<file path="src/rtl/tape_port_arbiter.sv">
// Single-port tape RAM arbiter shared by VGA scanout and the CPU.
// Scanout normally wins; a CPU that has waited MAX_CPU_WAIT cycles is forced through.
module tape_port_arbiter #(
  parameter int ADDR_W       = 15,
  parameter int DATA_W       = 8,
  parameter int MAX_CPU_WAIT = 6
) (
  input  logic              clk,
  input  logic              reset,
  input  logic              in_display_area,
  input  logic [ADDR_W-1:0] vga_addr,
  output logic [DATA_W-1:0] vga_cell,
  input  logic              cpu_req,
  input  logic              cpu_we,
  input  logic [ADDR_W-1:0] cpu_addr,
  input  logic [DATA_W-1:0] cpu_wdata,
  output logic              cpu_ack,
  output logic [DATA_W-1:0] cpu_rdata,
  output logic [ADDR_W-1:0] mem_addr,
  output logic              mem_we,
  output logic [DATA_W-1:0] mem_wdata,
  input  logic [DATA_W-1:0] mem_rdata,
  output logic [15:0]       vga_late
);

  localparam int WAIT_W = $clog2(MAX_CPU_WAIT + 2);
  localparam logic [WAIT_W-1:0] WAIT_MAX = WAIT_W'(MAX_CPU_WAIT);

  typedef enum logic [1:0] {
    GNT_NONE = 2'd0,
    GNT_VGA  = 2'd1,
    GNT_CPU  = 2'd2
  } grant_t;

  grant_t              grant_s;
  logic                vga_pending_s;
  logic                cpu_elig_s;
  logic                cpu_forced_s;

  logic [ADDR_W-1:0]   last_vga_addr_r;
  logic                last_vga_valid_r;
  logic                busy_r;
  logic [WAIT_W-1:0]   cpu_wait_r;
  logic                vga_fetch_r;
  logic                cpu_rd_fetch_r;
  logic [DATA_W-1:0]   vga_cell_r;
  logic [DATA_W-1:0]   cpu_rdata_r;
  logic                cpu_ack_r;
  logic [15:0]         vga_late_r;

  // Grant decision: forced CPU, then scanout, then ordinary CPU.
  always_comb begin
    vga_pending_s = in_display_area & (~last_vga_valid_r | (vga_addr != last_vga_addr_r));
    cpu_elig_s    = cpu_req & ~busy_r;
    cpu_forced_s  = cpu_elig_s & (cpu_wait_r >= WAIT_MAX);
    grant_s       = GNT_NONE;
    if (reset) begin
      grant_s = GNT_NONE;
    end else if (cpu_forced_s) begin
      grant_s = GNT_CPU;
    end else if (vga_pending_s) begin
      grant_s = GNT_VGA;
    end else if (cpu_elig_s) begin
      grant_s = GNT_CPU;
    end else begin
      grant_s = GNT_NONE;
    end
  end

  // RAM port steering from the current grant.
  always_comb begin
    mem_addr  = '0;
    mem_we    = 1'b0;
    mem_wdata = '0;
    case (grant_s)
      GNT_VGA: begin
        mem_addr = vga_addr;
      end
      GNT_CPU: begin
        mem_addr  = cpu_addr;
        mem_we    = cpu_we;
        mem_wdata = cpu_wdata;
      end
      default: begin
        mem_addr  = '0;
        mem_we    = 1'b0;
        mem_wdata = '0;
      end
    endcase
  end

  // Arbitration state, read-data capture and ack generation.
  always_ff @(posedge clk or posedge reset) begin
    if (reset) begin
      last_vga_addr_r  <= '0;
      last_vga_valid_r <= 1'b0;
      busy_r           <= 1'b0;
      cpu_wait_r       <= '0;
      vga_fetch_r      <= 1'b0;
      cpu_rd_fetch_r   <= 1'b0;
      vga_cell_r       <= '0;
      cpu_rdata_r      <= '0;
      cpu_ack_r        <= 1'b0;
      vga_late_r       <= 16'd0;
    end else begin
      vga_fetch_r    <= (grant_s == GNT_VGA);
      cpu_rd_fetch_r <= (grant_s == GNT_CPU) && !cpu_we;
      // Writes ack one cycle after grant; reads ack once the RAM data is captured.
      cpu_ack_r      <= ((grant_s == GNT_CPU) && cpu_we) || cpu_rd_fetch_r;

      if (grant_s == GNT_VGA) begin
        last_vga_addr_r  <= vga_addr;
        last_vga_valid_r <= 1'b1;
      end
      if (vga_fetch_r) begin
        vga_cell_r <= mem_rdata;
      end
      if (cpu_rd_fetch_r) begin
        cpu_rdata_r <= mem_rdata;
      end

      if (grant_s == GNT_CPU) begin
        busy_r <= 1'b1;
      end else if (cpu_ack_r) begin
        busy_r <= 1'b0;
      end

      if (grant_s == GNT_CPU) begin
        cpu_wait_r <= '0;
      end else if (cpu_elig_s && (cpu_wait_r < WAIT_MAX)) begin
        cpu_wait_r <= cpu_wait_r + WAIT_W'(1);
      end

      if (cpu_forced_s && vga_pending_s && (vga_late_r != 16'hFFFF)) begin
        vga_late_r <= vga_late_r + 16'd1;
      end
    end
  end

  assign vga_cell  = vga_cell_r;
  assign cpu_rdata = cpu_rdata_r;
  assign cpu_ack   = cpu_ack_r;
  assign vga_late  = vga_late_r;

endmodule

</file>
<file path="config.mk">
export PLATFORM = sky130hd
export DESIGN_NAME = tape_port_arbiter
export DESIGN_NICKNAME = d
export VERILOG_FILES = /design/src/rtl/tape_port_arbiter.sv
export SDC_FILE = /design/constraint.sdc
export NUM_CORES = 1
export LEC_CHECK = 0
export CAP_MARGIN = 15
export CORE_MARGIN = 1
export CORE_UTILIZATION = 44
export DETAILED_ROUTE_END_ITERATION = 10
export GPL_TIMING_DRIVEN = 0
export MAX_ROUTING_LAYER = met4
export PLACE_DENSITY = 0.8
export SLEW_MARGIN = 20
export SYNTH_ARGS = -nofsm -noshare
export SYNTH_HDL_FRONTEND = slang
export SYNTH_SLANG_ARGS = --single-unit
</file>
<file path="constraint.sdc">
create_clock -name clk -period 4.8 [get_ports clk]
set_input_delay 0.72 -clock clk [delete_from_list [all_inputs] [get_ports clk]]
set_output_delay 0.72 -clock clk [all_outputs]
set_load 0.02 [all_outputs]
</file>
Run 1, close-up of the layout:
Region (21, 21) to (61, 61) um. Cells in gray, sequential cells in the stronger gray; small squares are vias.
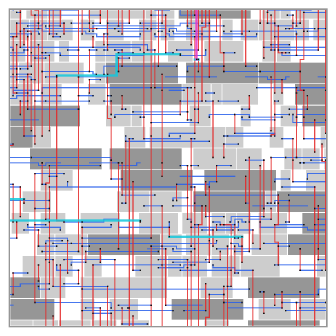
legend:
  met3:
    color: cyan
  met2:
    color: red
  met1:
    color: blue
  met4:
    color: magenta
most frequent: dfrtp_1 (16), xnor2_1 (8), mux2_2 (6)
sequential cells in the window: 16
netlist names of flops here include: last_vga_addr_r (6), vga_late (4), cpu_rdata (2)
cells with their middle in the window: 102

Run 1, clock distribution:
Bar = 20 um.
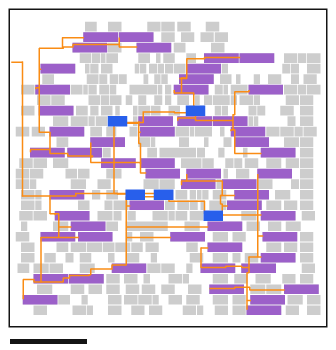
legend:
  flip-flops:
    color: purple
    count: 55
  clock wires:
    color: orange
    length: 605 um
  cells driving clock nets:
    color: blue
    count: 5
routed clock nets: 6
clk_skew: 0.00966 ns
Worst-Skew Late Latency: 0.30 ns
P_clk: 0.294 mW
Clk pwr share: 20.4%

==> flow_metrics.env, run 1 <==
# flow metrics
export IMPL_status="finished, final reports clean"
export IMPL_fp_utilization_pct=46.6
export IMPL_total_power_mw=1.44
export IMPL_p_leak_nw=1.71
export IMPL_pg_comb_mw=0.503
export IMPL_reg2reg_from="last_vga_addr_r[2]$_DFFE_PP0N_"
export IMPL_adder_share_pct=2.23
export IMPL_holdBufCountCts=0
export IMPL_max_stage_delay_ns=0.62
export IMPL_crit_cells=10
export IMPL_ys_cells=236
export IMPL_pg_seq_mw=0.647
export IMPL_synth_avg_cell_area_um2=11.9
export IMPL_hpwl_um=4740
export IMPL_ys_sh_simple_pct=16.9
export IMPL_mux_area_share_pct=12.4
export IMPL_async_flop_share_pct=100
export IMPL_ys_area_um2=2810
export IMPL_critical_path_required_ns=4.08
export IMPL_fin_nets=406
export IMPL_crit_buf_inv=3
export IMPL_grt_pass1_vias=2185
export IMPL_syn_area_um2=2810
export IMPL_layout_drive_gt1_share_pct=23.4
export IMPL_die_area_um2=6700
export IMPL_crit_family="buffers and inverters"
export IMPL_top_usage_layer="met2"
export IMPL_grtUsageMet2_pct=33.6
export IMPL_top_layer="met4"
export IMPL_most_common_cell="dfrtp_1"
export IMPL_vdd_ir_drop_max_uv=273
export IMPL_grt_max_degree=58
export IMPL_crit_path_start_kind="input pin"
export IMPL_power_switching_mw=0.440
export IMPL_whs_ns=0.471
export IMPL_period_used_pct=95.6
export IMPL_crit_type="in -> out"
export IMPL_worstHoldPathType="reg -> reg"
export IMPL_topCombFamilyByArea="simple AND/OR/NAND/NOR gates"
export IMPL_worstReg2RegEnd="last_vga_valid_r$_DFFE_PP0N_"
export IMPL_hold_start="cpu_ack$_DFF_PP0_"
export IMPL_power_group_top="registers"
export IMPL_io_pins=108
export IMPL_cts_root_buffer="clkbuf_8"
Run 1, the clock network:
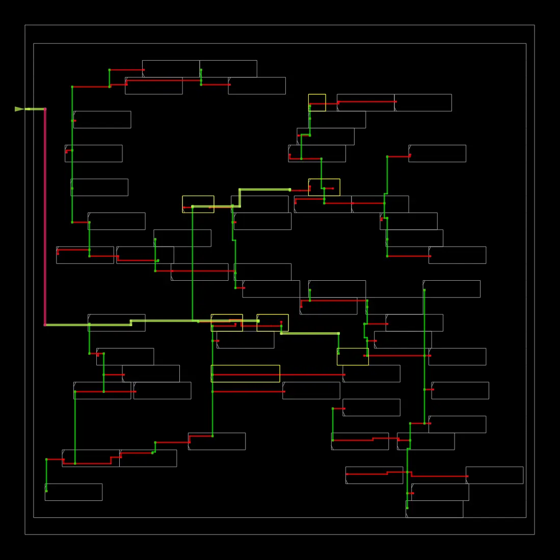
clock buffers: 5
Num CTS Buffers: 5
CTS Sinks: 55
FF+latch count: 55

Run 1, the metal 3 layer:
Cells faint in the background.
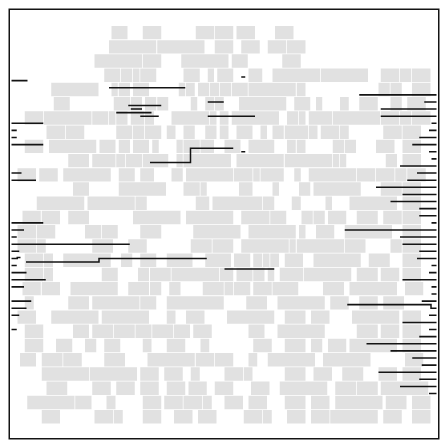
longest straight run: 22.3 um
wire length on this layer: 404 um
nets with wire on the layer: 72
main direction: horizontal

[run 1: cell type report]
| type | count | area, um^2 | area share [%] |
|---|---|---|---|
| plain buffers | 9 | 46.3 | 1.15 |
| clock buffers | 5 | 68.8 | 1.71 |
| clock inverters | 2 | 37.5 | 0.933 |
| inverters | 5 | 21.3 | 0.528 |
| multi-input cells | 166 | 1370 | 34.0 |
| flip-flops and latches | 55 | 1380 | 34.2 |
| well taps | 75 | 93.8 | 2.33 |
| repair buffers | 108 | 1010 | 25.1 |
[run 1: worst max-delay path by stage]
stage,end,slack (ns)
finish,mem_wdata[5],0.21
global route,mem_wdata[2],0.02
CTS,mem_addr[4],0.05
detailed placement,mem_addr[4],-0.68
global placement,mem_addr[10],-1.58
floorplan,mem_addr[12],0.27
--- run 2 (diff from run 1) ---
- CAP_MARGIN: 15 -> 20
Run 2, close-up of the layout:
Region (21, 21) to (61, 61) um. Cells in gray, sequential cells in the stronger gray; small squares are vias.
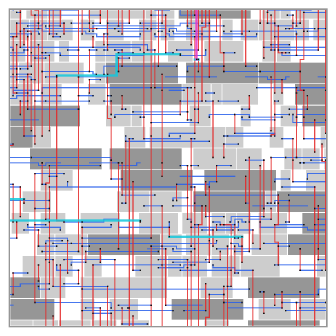
legend:
  met2:
    color: red
  met1:
    color: blue
  met4:
    color: magenta
  met3:
    color: cyan
cells with their middle in the window: 102
sequential cells in the window: 16
netlist names of flops here include: last_vga_addr_r (6), vga_late (4), cpu_rdata (2)
most frequent: dfrtp_1 (16), xnor2_1 (8), mux2_2 (6)

Run 2, clock distribution:
Bar = 20 um.
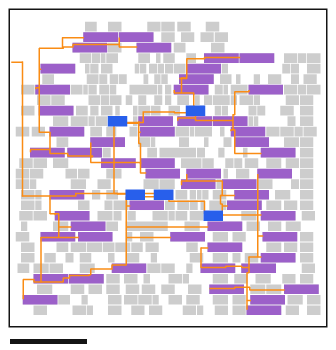
legend:
  flip-flops:
    color: purple
    count: 55
  clock wires:
    color: orange
    length: 605 um
  cells driving clock nets:
    color: blue
    count: 5
flops lie: all over the die

==> flow_metrics.env, run 2 <==
# flow metrics
export IMPL_skew_ns=0.00966
export IMPL_endpoint="mem_wdata[5]"
export IMPL_p_clk_mw=0.294
export IMPL_fp_utilization_pct=46.6
export IMPL_slew_headroom_pct=54.4
export IMPL_hpwl_um=4740
export IMPL_final_clk_cell_share_pct=2.64
export IMPL_buffers=117
export IMPL_cts_sinks=55
export IMPL_most_common_cell="dfrtp_1"
export IMPL_seq_area_um2=1380
export IMPL_comb_share_pct=34.0
export IMPL_num_multi_input_gates=166
export IMPL_top_usage_layer="met2"
export IMPL_hold_path_depth=1
export IMPL_layout_drive_gt1_share_pct=23.4
export IMPL_power_group_top="registers"
export IMPL_period_used_pct=95.6
export IMPL_fp_dieW_um=81.8
export IMPL_worstReg2RegEnd="last_vga_valid_r$_DFFE_PP0N_"
export IMPL_diodes=0
export IMPL_logic_area_um2=1370
export IMPL_syn_area_um2=2810
export IMPL_clock_buffers=5
export IMPL_vdd_ir_drop_max_uv=273
export IMPL_cts_root_buffer="clkbuf_8"
export IMPL_numCtsBuffers=5
export IMPL_reg2reg_from="last_vga_addr_r[2]$_DFFE_PP0N_"
export IMPL_whs_ns=0.471
export IMPL_total_power_mw=1.44
export IMPL_insertion_delay_ns=0.30
export IMPL_max_stage_delay_ns=0.62
export IMPL_pg_seq_mw=0.647
export IMPL_synth_seq_cells=55
export IMPL_fin_nets=406
export IMPL_p_leak_nw=1.71
export IMPL_pg_comb_mw=0.503
export IMPL_worstHoldPathType="reg -> reg"
export IMPL_grt_max_degree=58
export IMPL_status="finished, final reports clean"
export IMPL_crit_family="buffers and inverters"
export IMPL_top_layer="met4"
export IMPL_hold_start="cpu_ack$_DFF_PP0_"
export IMPL_die_y_um=81.8
export IMPL_powerDensity_nw_per_um2=359
export IMPL_grt_pass1_vias=2185
export IMPL_grtUsageMet2_pct=33.6
export IMPL_crit_cells=10
export IMPL_p_clk_share_pct=20.4
export IMPL_tap_cells=75
export IMPL_drv_cap=0
export IMPL_seq_area_share_pct=34.2
export IMPL_crit_path_start_kind="input pin"
export IMPL_post_dp_cell_area_um2=3970
export IMPL_crit_type="in -> out"
export IMPL_synth_avg_cell_area_um2=11.9
export IMPL_hold_path_end="busy_r$_DFFE_PP0P_"
export IMPL_path_cells="clkdlybuf4s50_1 -> xnor2_1 -> nand4_1 -> or4_4 -> and3_2 -> nor2_1 -> ha_1 -> clkbuf_1 -> and2_1 -> clkdlybuf4s50_1"
export IMPL_crit_buf_inv=3
export IMPL_design_area_um2=4030
export IMPL_async_flop_share_pct=100
export IMPL_power_switching_mw=0.440
export IMPL_met2_length_um=2990
export IMPL_die_area_um2=6700
export IMPL_area_dominant_class="registers"
export IMPL_fp_nets=292
export IMPL_clockBufferDepth=2
export IMPL_yosysWarnings=0
export IMPL_io_pins=108
export IMPL_fill_cells=488
export IMPL_holdBufCountCts=0
export IMPL_nNonClkInverters=5
export IMPL_slew_viol_final=0
export IMPL_ys_cells=236
export IMPL_critical_path_required_ns=4.08
export IMPL_ys_area_um2=2810
export IMPL_buf_share_pct=26.3
==> run 2: cell counts in the layout (fill, tap and decap cells not counted) <==
No cell type changed its count.
==> run 2: kinds of logic (layout without fill, tap and decap cells) <==
group                      Yosys count  in the layout  synth area share [%]
adders and majority gates            5              5                  2.23
muxes                               31             31                  12.4
buffers and inverters               15            129                  2.27
AOI/OAI and AO/OA                   23             23                  7.36
DFF                                 55             55                  49.1
xor gates and xnor gates            31             31                  9.68
and+or+nand+nor                     76             76                  16.9
==> run 2: timing repair <==
| item | 4_1_cts | 5_1_grt |
|---|---|---|
| setup endpoints to repair | 15 | 15 |
| resized | 33 | 16 |
| hold endpoints to repair | 0 | 0 |
| setup buffers | 1 | 0 |
| pin swaps | 1 | 0 |
Power figures rest on the tool's default switching activity, not on a simulated workload.
